## config.mk

```make
export PLATFORM = sky130hd
export DESIGN_NAME = reg_file_bank
export DESIGN_NICKNAME = d
export VERILOG_FILES = /design/src/rtl/reg_file_bank_pkg.sv /design/src/rtl/write_decoder_5to32.sv /design/src/rtl/reg_file_bank.sv
export SDC_FILE = /design/constraint.sdc
export NUM_CORES = 2
export LEC_CHECK = 0
export CAP_MARGIN = 25
export CORE_UTILIZATION = 28
export CTS_CLUSTER_SIZE = 24
export DETAILED_ROUTE_END_ITERATION = 10
export GPL_TIMING_DRIVEN = 0
export SYNTH_ARGS = -nofsm -noshare
export SYNTH_HDL_FRONTEND = slang
export SYNTH_SLANG_ARGS = --single-unit
```

## constraint.sdc

```tcl
create_clock -name clk -period 2.4 [get_ports clk]
set_input_delay 0.24 -clock clk [delete_from_list [all_inputs] [get_ports clk]]
set_output_delay 0.24 -clock clk [all_outputs]
set_load 0.005 [all_outputs]
```

## src/rtl/reg_file_bank_pkg.sv

```systemverilog
// Shared CPU types and constants for the register file.
// Address width, data width and the hardwired-zero register index.
package cpu_pkg;
  localparam int REG_ADDR_W = 5;
  localparam int DATA_W = 32;
  localparam int ZERO_REG = 31;

  typedef logic [DATA_W-1:0] word_t;
  typedef word_t [31:0] reg_array_t;
endpackage

```

## src/rtl/write_decoder_5to32.sv

```systemverilog
// One-hot write-enable decoder for the register file.
// Produces all zeros when en is low, whatever addr holds.
module write_decoder_5to32
  import cpu_pkg::*;
(
  input  logic [REG_ADDR_W-1:0] addr,
  input  logic                  en,
  output logic [31:0]           onehot
);

  always_comb begin
    onehot = '0;
    if (en) onehot[addr] = 1'b1;
  end

endmodule

```

## src/rtl/reg_file_bank.sv

```systemverilog
// 32-entry register file: one write port, two combinational read ports.
// Optional write-to-read bypass; regs_out always shows committed state.
module reg_file_bank
  import cpu_pkg::*;
#(
  parameter int DATA_W   = cpu_pkg::DATA_W,
  parameter int NUM_REGS = 32,
  parameter int ZERO_REG = cpu_pkg::ZERO_REG,
  parameter int BYPASS   = 1
) (
  input  logic                   clk,
  input  logic                   rst_n,
  input  logic                   wr_en,
  input  logic [4:0]             wr_addr,
  input  logic [DATA_W-1:0]      wr_data,
  input  logic [4:0]             rd_addr1,
  input  logic [4:0]             rd_addr2,
  output logic [DATA_W-1:0]      rd_data1,
  output logic [DATA_W-1:0]      rd_data2,
  output logic [31:0][DATA_W-1:0] regs_out
);

  localparam logic [4:0] ZA = ZERO_REG[4:0];

  logic [31:0]             we;
  logic [31:0][DATA_W-1:0] regs;
  logic                    wr_ok;

  assign wr_ok = wr_en && (wr_addr != ZA);

  write_decoder_5to32 u_dec (
    .addr   (wr_addr),
    .en     (wr_ok),
    .onehot (we)
  );

  for (genvar i = 0; i < NUM_REGS; i++) begin : g_reg
    if (i == ZERO_REG) begin : g_zero
      assign regs[i] = '0;
    end else begin : g_ff
      logic [DATA_W-1:0] q;
      always_ff @(posedge clk or negedge rst_n) begin
        if (!rst_n)     q <= '0;
        else if (we[i]) q <= wr_data;
      end
      assign regs[i] = q;
    end
  end

  assign regs_out = regs;

  // Bypass is masked in reset so reads stay zero while rst_n is low.
  logic byp1, byp2, zero1, zero2;
  assign zero1 = (rd_addr1 == ZA);
  assign zero2 = (rd_addr2 == ZA);
  assign byp1  = (BYPASS != 0) && rst_n && wr_en
                 && (wr_addr == rd_addr1) && !zero1;
  assign byp2  = (BYPASS != 0) && rst_n && wr_en
                 && (wr_addr == rd_addr2) && !zero2;

  always_comb begin
    rd_data1 = regs[rd_addr1];
    unique case (1'b1)
      zero1:   rd_data1 = '0;
      byp1:    rd_data1 = wr_data;
      default: ;
    endcase
  end

  always_comb begin
    rd_data2 = regs[rd_addr2];
    unique case (1'b1)
      zero2:   rd_data2 = '0;
      byp2:    rd_data2 = wr_data;
      default: ;
    endcase
  end

endmodule

```

==> GITHUB_STEP_SUMMARY <==
### Yosys + OpenROAD results

| Metric | Value |
|---|---|
| Global-route usage over all layers | 37.7% |
| Path type of the worst min-delay path | input pin to async pin |
| Setup ws final | -0.619 ns |
| Netlist cell types | 50 |
| Area taken by multi-input logic gates | 30000 um2 |
| Simple Share, Synth | 2.17% |
| Power attributed to sequential cells | 0.0246 W |
| Violated checks | setup timing |
| Top cell category | multi-input combinational cells |
| P_sw | 0.0239 W |
| Status | finished with violations |
| Post-synthesis xor/xnor area fraction | 0.161% |
| Maximum number of pins on one net before global-route repair | 166 |
| Share of synthesized area occupied by flip-flops and latches | 45.7% |
| Number of enable flip-flop cells | 0 |
| WL met2 | 167000 um |
| Placed Area | 69400 um2 |
| Fraction of synthesized cell area taken by the top area cell type | 45.7% |
| CP startpoint | rd_addr2[2] |
| Total Power Consumption | 0.0690 W |
| Layout cells sized above 1 | 48.7% |
| Share of synthesized area spent on multiplexers | 42.2% |
| P_leak | 34.4 nW |
| Flops & latches, synth | 992 |
| Most common library cell in the layout ignoring fill and taps | clkdlybuf4s50_1 |
| Met3 wire length | 41800 um |
| Maximum net fanout on the critical path | 10 |
| Power Density | 852 nW/um2 |
| TritonCTS clock tree | built |
| # setup viols final | 75 |
| Root buf cell | clkbuf_16 |
| Syn Inst Count | 3817 |
| Number of OpenROAD warnings | 36 |
| Initial drt markers | 6118 |
[metal layers]
layer  vias to the layer above  track usage [%]
met3                      1189             13.3
met1                     26060             42.7
li1                      18110                -
met4                        14             30.7
met2                      3995             57.5
met5                         -                0
[worst max-delay path, stage by stage]
cell and delay [ns]:
buf_2 0.30, buf_4 0.27, clkbuf_4 0.29, buf_12 0.22, mux4_2 0.37, mux2i_4 0.30
o221ai_4 0.22, a22o_4 0.38, buf_6 0.14
[through the flow]
step	worst slack [ns]	TNS, ns
after floorplan	0.372	0
after global placement	-45.30	-
after detailed placement	-3.36	-741.83
after CTS	-0.711	-121.72
after global routing	-0.649	-30.59
final	-0.619	-30.23
Figure 1. Floorplan with the power grid.
Scale bar: 100 um. Pins as bars on the die edge. Tap cells in grey.
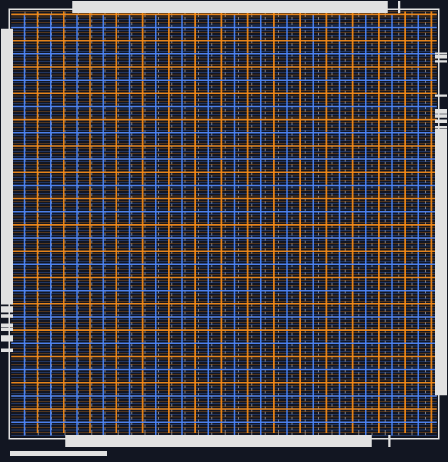
VDD -> orange
VSS -> blue
tap cells = 2526
met5 straps = 32
met1 rails = 162
signal pins = 1138
maximum VDD drop: 0.634 mV
width of the chip: 442 um
floorplan core area: 193000 um2
Die Span Y: 442 um

Figure 2. Placed standard cells.
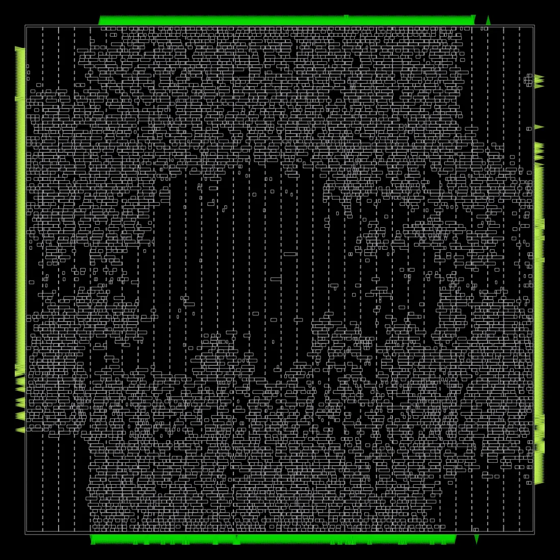
flop count: 992
Tap Count: 2526
count of non-filler cells in the finished layout: 8144

Power is estimated from default activity; no workload was simulated.
